==> images/sizing.png <==
Bar = 50 µm.
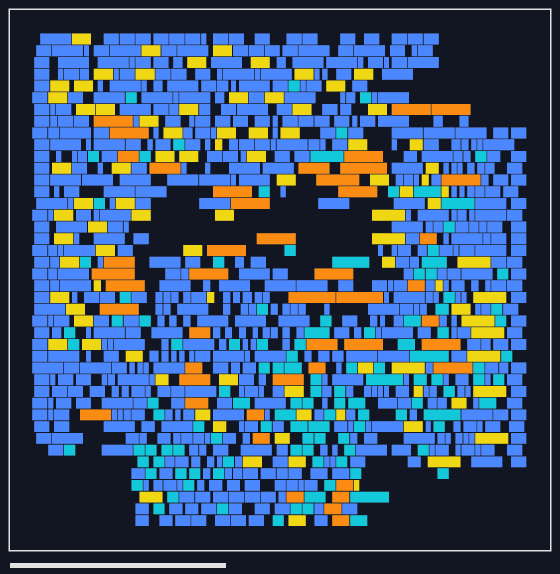
==> images/m4.png <==
Bar = 50 µm.
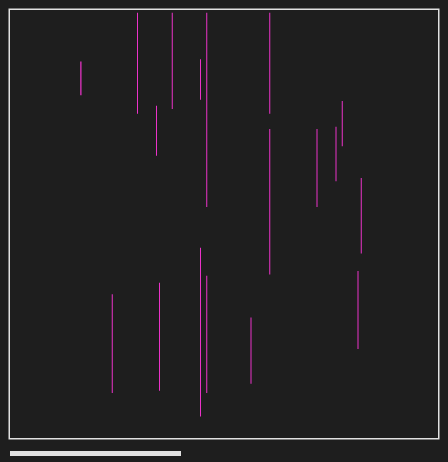
==> images/clock_wires.png <==
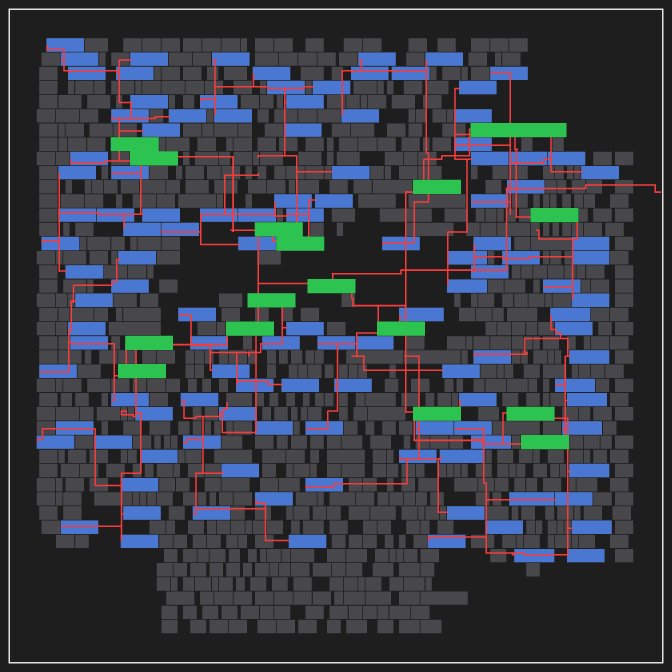
==> images/clock_nets.png <==
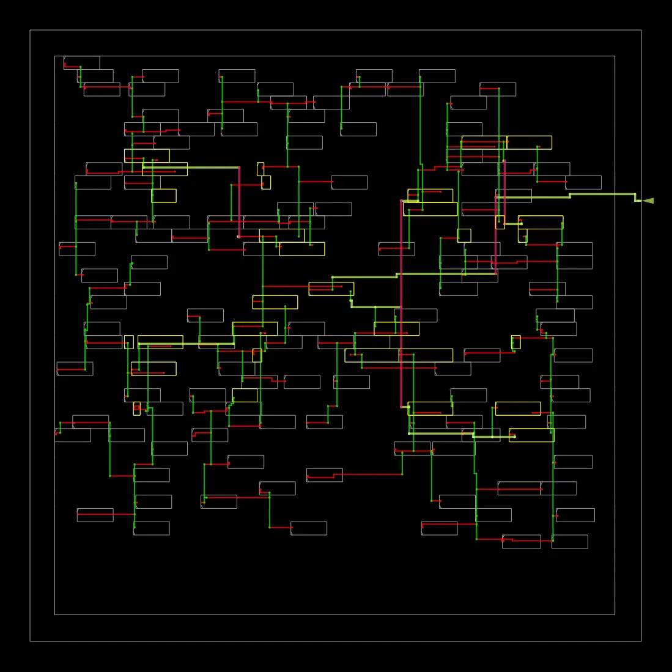
==> src/rtl/lc4_writeback_stage_pkg.sv <==
// Opcode encodings, NZP branch masks and opcode classification for the
// LC4 execute/writeback stage (shared with the ALU).
package lc4_writeback_stage_pkg;

  localparam logic [4:0] OP_NOP   = 5'b00000;
  localparam logic [4:0] OP_BRZ   = 5'b00001;
  localparam logic [4:0] OP_BRZP  = 5'b00010;
  localparam logic [4:0] OP_BRNP  = 5'b00011;
  localparam logic [4:0] OP_BRNZ  = 5'b00100;
  localparam logic [4:0] OP_ADD   = 5'b00101;
  localparam logic [4:0] OP_SUB   = 5'b00110;
  localparam logic [4:0] OP_ADDI  = 5'b00111;
  localparam logic [4:0] OP_JSR   = 5'b01000;
  localparam logic [4:0] OP_AND   = 5'b01001;
  localparam logic [4:0] OP_RTI   = 5'b01010;
  localparam logic [4:0] OP_CONST = 5'b01011;
  localparam logic [4:0] OP_SLL   = 5'b01100;
  localparam logic [4:0] OP_SRL   = 5'b01101;
  localparam logic [4:0] OP_SDRH  = 5'b01110;
  localparam logic [4:0] OP_SDRL  = 5'b01111;
  localparam logic [4:0] OP_CHK   = 5'b10000;
  localparam logic [4:0] OP_SDL   = 5'b10010;
  localparam logic [4:0] OP_XMP   = 5'b10011;
  localparam logic [4:0] OP_TCS   = 5'b10100;
  localparam logic [4:0] OP_TCDH  = 5'b10101;

  localparam logic [2:0] MASK_BRZ  = 3'b010;
  localparam logic [2:0] MASK_BRZP = 3'b011;
  localparam logic [2:0] MASK_BRNP = 3'b101;
  localparam logic [2:0] MASK_BRNZ = 3'b110;
  localparam logic [2:0] NZP_RESET = 3'b010;

  typedef enum logic [2:0] {
    CLS_NOP,
    CLS_WRITE,
    CLS_JSR,
    CLS_BRANCH,
    CLS_RTI,
    CLS_ILLEGAL
  } op_class_e;

  function automatic op_class_e classify(input logic [4:0] op);
    case (op)
      OP_NOP:                                   return CLS_NOP;
      OP_BRZ, OP_BRZP, OP_BRNP, OP_BRNZ:        return CLS_BRANCH;
      OP_JSR:                                   return CLS_JSR;
      OP_RTI:                                   return CLS_RTI;
      OP_ADD, OP_SUB, OP_ADDI, OP_AND, OP_CONST,
      OP_SLL, OP_SRL, OP_SDRH, OP_SDRL, OP_CHK,
      OP_SDL, OP_XMP, OP_TCS, OP_TCDH:          return CLS_WRITE;
      default:                                  return CLS_ILLEGAL;
    endcase
  endfunction

endpackage

==> src/rtl/lc4_branch_cond.sv <==
// Branch resolution: selects the NZP mask for a conditional branch opcode
// and reports taken when any selected condition code is set.
module lc4_branch_cond
  import lc4_writeback_stage_pkg::*;
(
  input  logic [4:0] opcode_i,
  input  logic [2:0] nzp_i,
  output logic       taken_o
);

  logic [2:0] mask;

  always_comb begin
    case (opcode_i)
      OP_BRZ:  mask = MASK_BRZ;
      OP_BRZP: mask = MASK_BRZP;
      OP_BRNP: mask = MASK_BRNP;
      OP_BRNZ: mask = MASK_BRNZ;
      default: mask = 3'b000;
    endcase
  end

  assign taken_o = |(nzp_i & mask);

endmodule

==> src/rtl/lc4_writeback_stage.sv <==
// LC4 execute/writeback stage register: register-file write, NZP/carry flags,
// branch/JSR/RTI redirect with wrong-path squash, retired-instruction counter.
module lc4_writeback_stage
  import lc4_writeback_stage_pkg::*;
#(
  parameter int WORD_SIZE = 64,
  parameter int DADDR     = 4,
  parameter int INSN      = 19,
  parameter int IADDR     = 10,
  parameter int PERF_W    = 32
) (
  input  logic                 clk,
  input  logic                 rst,
  input  logic                 i_valid,
  input  logic                 i_stall,
  input  logic [INSN:0]        i_insn,
  input  logic [IADDR:0]       i_pc,
  input  logic [WORD_SIZE-1:0] i_alu_result,
  output logic                 o_carry,
  output logic [2:0]           o_nzp,
  output logic                 o_wb_valid,
  output logic                 o_rf_we,
  output logic [DADDR:0]       o_rf_rd,
  output logic [WORD_SIZE-1:0] o_rf_wdata,
  output logic                 o_redirect,
  output logic [IADDR:0]       o_target,
  output logic                 o_illegal,
  output logic [PERF_W-1:0]    o_retired
);

  logic [4:0]           opcode;
  logic [DADDR:0]       rd;
  op_class_e            op_class;
  logic                 br_taken;
  logic                 accept;
  logic [IADDR:0]       pc_inc;
  logic [WORD_SIZE-1:0] jsr_wdata;
  logic [2:0]           res_nzp;
  logic [2:0]           jsr_nzp;
  logic                 unused_insn_bits;

  logic                 carry_q,    carry_d;
  logic [2:0]           nzp_q,      nzp_d;
  logic                 wb_valid_q, wb_valid_d;
  logic                 rf_we_q,    rf_we_d;
  logic [DADDR:0]       rf_rd_q,    rf_rd_d;
  logic [WORD_SIZE-1:0] rf_wdata_q, rf_wdata_d;
  logic                 redirect_q, redirect_d;
  logic [IADDR:0]       target_q,   target_d;
  logic                 illegal_q,  illegal_d;
  logic [PERF_W-1:0]    retired_q,  retired_d;

  assign opcode           = i_insn[INSN -: 5];
  assign rd               = i_insn[INSN-5 -: DADDR+1];
  assign unused_insn_bits = ^i_insn[INSN-DADDR-6:0];
  assign op_class         = classify(opcode);

  lc4_branch_cond u_branch_cond (
    .opcode_i (opcode),
    .nzp_i    (nzp_q),
    .taken_o  (br_taken)
  );

  // A slot presented while a redirect is outstanding is on the wrong path.
  assign accept    = i_valid & ~i_stall & ~redirect_q;
  assign pc_inc    = i_pc + {{IADDR{1'b0}}, 1'b1};
  assign jsr_wdata = {{(WORD_SIZE-IADDR-1){1'b0}}, pc_inc};
  assign res_nzp   = {i_alu_result[WORD_SIZE-1], i_alu_result == '0,
                      ~i_alu_result[WORD_SIZE-1] & (i_alu_result != '0)};
  assign jsr_nzp   = {1'b0, pc_inc == '0, pc_inc != '0};

  always_comb begin
    // NOTE: every variable gets a default before any branch so no path leaves it
    // unassigned; otherwise synthesis infers a latch to remember the old value.
    wb_valid_d = 1'b0;
    rf_we_d    = 1'b0;
    redirect_d = 1'b0;
    illegal_d  = 1'b0;
    rf_rd_d    = rf_rd_q;
    rf_wdata_d = rf_wdata_q;
    target_d   = target_q;
    nzp_d      = nzp_q;
    carry_d    = carry_q;
    retired_d  = retired_q;

    if (accept) begin
      wb_valid_d = 1'b1;
      retired_d  = retired_q + {{(PERF_W-1){1'b0}}, 1'b1};
      case (op_class)
        CLS_WRITE: begin
          rf_we_d    = 1'b1;
          rf_rd_d    = rd;
          rf_wdata_d = i_alu_result;
          nzp_d      = res_nzp;
          if (opcode == OP_CHK)       carry_d = i_alu_result[0];
          else if (opcode == OP_TCDH) carry_d = 1'b0;
        end
        CLS_JSR: begin
          rf_we_d    = 1'b1;
          rf_rd_d    = rd;
          rf_wdata_d = jsr_wdata;
          nzp_d      = jsr_nzp;
          redirect_d = 1'b1;
          target_d   = i_alu_result[IADDR:0];
        end
        CLS_BRANCH: begin
          if (br_taken) begin
            redirect_d = 1'b1;
            target_d   = i_alu_result[IADDR:0];
          end
        end
        CLS_RTI: begin
          redirect_d = 1'b1;
          target_d   = i_alu_result[IADDR:0];
        end
        CLS_ILLEGAL: illegal_d = 1'b1;
        default: ;
      endcase
    end
  end

  // NOTE: state registers use non-blocking assignment so every flop samples the
  // pre-edge values; blocking here would create order-dependent races.
  always_ff @(posedge clk) begin
    if (rst) begin
      carry_q    <= 1'b0;
      nzp_q      <= NZP_RESET;
      wb_valid_q <= 1'b0;
      rf_we_q    <= 1'b0;
      rf_rd_q    <= '0;
      rf_wdata_q <= '0;
      redirect_q <= 1'b0;
      target_q   <= '0;
      illegal_q  <= 1'b0;
      retired_q  <= '0;
    end else if (!i_stall) begin
      carry_q    <= carry_d;
      nzp_q      <= nzp_d;
      wb_valid_q <= wb_valid_d;
      rf_we_q    <= rf_we_d;
      rf_rd_q    <= rf_rd_d;
      rf_wdata_q <= rf_wdata_d;
      redirect_q <= redirect_d;
      target_q   <= target_d;
      illegal_q  <= illegal_d;
      retired_q  <= retired_d;
    end
  end

  assign o_carry    = carry_q;
  assign o_nzp      = nzp_q;
  assign o_wb_valid = wb_valid_q;
  assign o_rf_we    = rf_we_q;
  assign o_rf_rd    = rf_rd_q;
  assign o_rf_wdata = rf_wdata_q;
  assign o_redirect = redirect_q;
  assign o_target   = target_q;
  assign o_illegal  = illegal_q;
  assign o_retired  = retired_q;

endmodule

==> config.mk <==
export PLATFORM = sky130hd
export DESIGN_NAME = lc4_writeback_stage
export DESIGN_NICKNAME = d
export VERILOG_FILES = /design/src/rtl/lc4_writeback_stage_pkg.sv /design/src/rtl/lc4_branch_cond.sv /design/src/rtl/lc4_writeback_stage.sv
export SDC_FILE = /design/constraint.sdc
export NUM_CORES = 1
export LEC_CHECK = 0
export CORE_MARGIN = 5
export CORE_UTILIZATION = 39
export DETAILED_ROUTE_END_ITERATION = 10
export PLACE_DENSITY = 0.88
export SETUP_SLACK_MARGIN = 0.4
export SLEW_MARGIN = 20
export SYNTH_ARGS = -nofsm -noshare
export SYNTH_HDL_FRONTEND = slang
export SYNTH_SLANG_ARGS = --single-unit
export TNS_END_PERCENT = 20
==> constraint.sdc <==
create_clock -name clk -period 2.1 [get_ports clk]
set_clock_uncertainty 0.1 [all_clocks]
set_input_delay 0.21 -clock clk [delete_from_list [all_inputs] [get_ports clk]]
set_output_delay 0.21 -clock clk [all_outputs]
set_load 0.02 [all_outputs]
==> summary.txt <==
run results: Net Sw Power=roughly 1.5 mW, Critical path buffers and inverters=2, Top Ports=about 220, sequential share of the synthesized area=0.4617, P_comb=~960 µW, Unique cell types=around 53, Worst path top cell family by delay=simple AND/OR/NAND/NOR gates, Seq pwr share=0.380, H-Tree Level Count=4, number of hold buffers added after CTS=0, CP Capture Type=flop, Register Area=2407 µm², initial DRC count=about 380, final setup fails=0, synthesized area per cell=8.701 µm², min-delay src=rst, routed vias=~5.8k, xor/xnor share=0.05432, Port Buffers=208, Period Utilization, post-route=0.8976, Hold Vio Cnt, Final=0, busiest grt layer=met2, post-layout util=0.7136, final WL=between 15000 and 20000 µm, synth cell count leaders=dfxtp_1 (119), nor2_1 (103), a22oi_1 (55), Post-Syn Area=roughly 5200 µm², MUX share of area=0.01964, CP max FO=8, flop2flop setup slack=0.21 ns, final worst slack=0.2149 ns, simple share=0.2393, Flops after synth=119, # Cells Yosys=slightly below 600, Post-DRT Antenna Nets=0, cells after synthesis=593, Die Area=around 16000 µm², # DRC=0, RSZ-0062 raised after global routing=true, DP Area=8084 µm², flip-flops with a built-in enable=0, chip area in the Yosys report=between 5000 and 6000 µm², design area=a little over 9000 µm², initial antenna violation count=0, core area=13090 µm², inverters=9, crit path launch=o_redirect, Overflow after GRT=0, Area-dominant class=buffers, Setup CP Type=reg -> reg, Comb area=approximately 3000 µm², Area leader share=0.4617, CTS tree=done, worst path arrival time=between 2 and 2.5 ns, first-pass GRT wire length=between 20000 and 30000 µm, number of global-route vias before repair=5737, Internal Power=4.742 mW, worst reg2reg startpoint=o_redirect, outcome=complete, no violations, cell with the most instances after synthesis=dfxtp_1, sequential portion of the cell area=0.2578, Die Wd=about 130 µm, multi-input gate count=about 420, reg-to-reg endpoint=o_rf_wdata[4], All-Layer GR Usage=0.2227, Layout non-clock buf frac=0.3343, Top cells by area=dfxtp_1 (46%), a22oi_1 (8.0%), nor2_1 (7.5%), a21oi_1 (3.1%), xnor2_1 (2.7%), Max stage delay on crit path=0.56 ns, gpl congestion=0.8607, Max-slew headroom=0.6407, Area Overhead vs Synth=80.97%, CP Launch Type=flop, Cell Rows=around 42, net count after synthesis=695, Setup Fix Bufs, Post-CTS=14, Final Power=6.227 mW, Log Warnings=39
## Picture notes: sizing.png
yellow -> x2  # cells 89, share 9.9%
orange -> x6 and larger  # cells 45, share 5.0%
cyan -> x3 and x4  # cells 119, share 13%
blue -> x1 and smaller  # cells 650, share 72%

## Picture notes: m4.png
main direction = vertical
nets with wire on the layer = 16
share of all routed wire = 2.5%
longest straight run = 56.4 µm

## Picture notes: clock_wires.png
green -> clock-net drivers  # count 17
red -> clock wires  # length 1530 µm
blue -> flip-flops  # count 119
routed clock nets = 18
clk_lat worst skew: 0.40 ns
Clock Power: 2.90 mW
clock network power share: 0.466

## Picture notes: clock_nets.png
clkbuf count: 21
CTS sink cnt: 119
CTS Buf Count: 17
Flop Count: 119

state kept, by name, summed over array words and instances, names as in the netlist:
signal	cells
o_nzp	3
o_redirect	1
o_rf_rd	5
o_wb_valid	1
o_retired	32
o_carry	1
o_illegal	1
o_rf_wdata	63
o_target	11
o_rf_we	1
layer usage:
layer,wire length (µm),part of all wire,up-vias
li1,-,-,2751
met1,7309,0.38,2826
met2,9945,0.52,220
met3,1458,0.076,39
met4,477,0.025,0
met5,0,0,-
cells in the final DEF, fill, tap and decap left out, types with 14 or more instances in the layout:
master / n
xor2_1: 16
clkbuf_16: 18
nor2_1: 101
a22oi_2: 47
clkdlybuf4s50_1: 196
buf_4: 95
nand2_1: 27
o21ai_0: 18
xnor2_1: 16
nand4_1: 19
a21oi_1: 28
dfxtp_1: 105
nand3_1: 24
nor4_1: 14
No activity file was given, so power comes from the tool's default toggle rates.
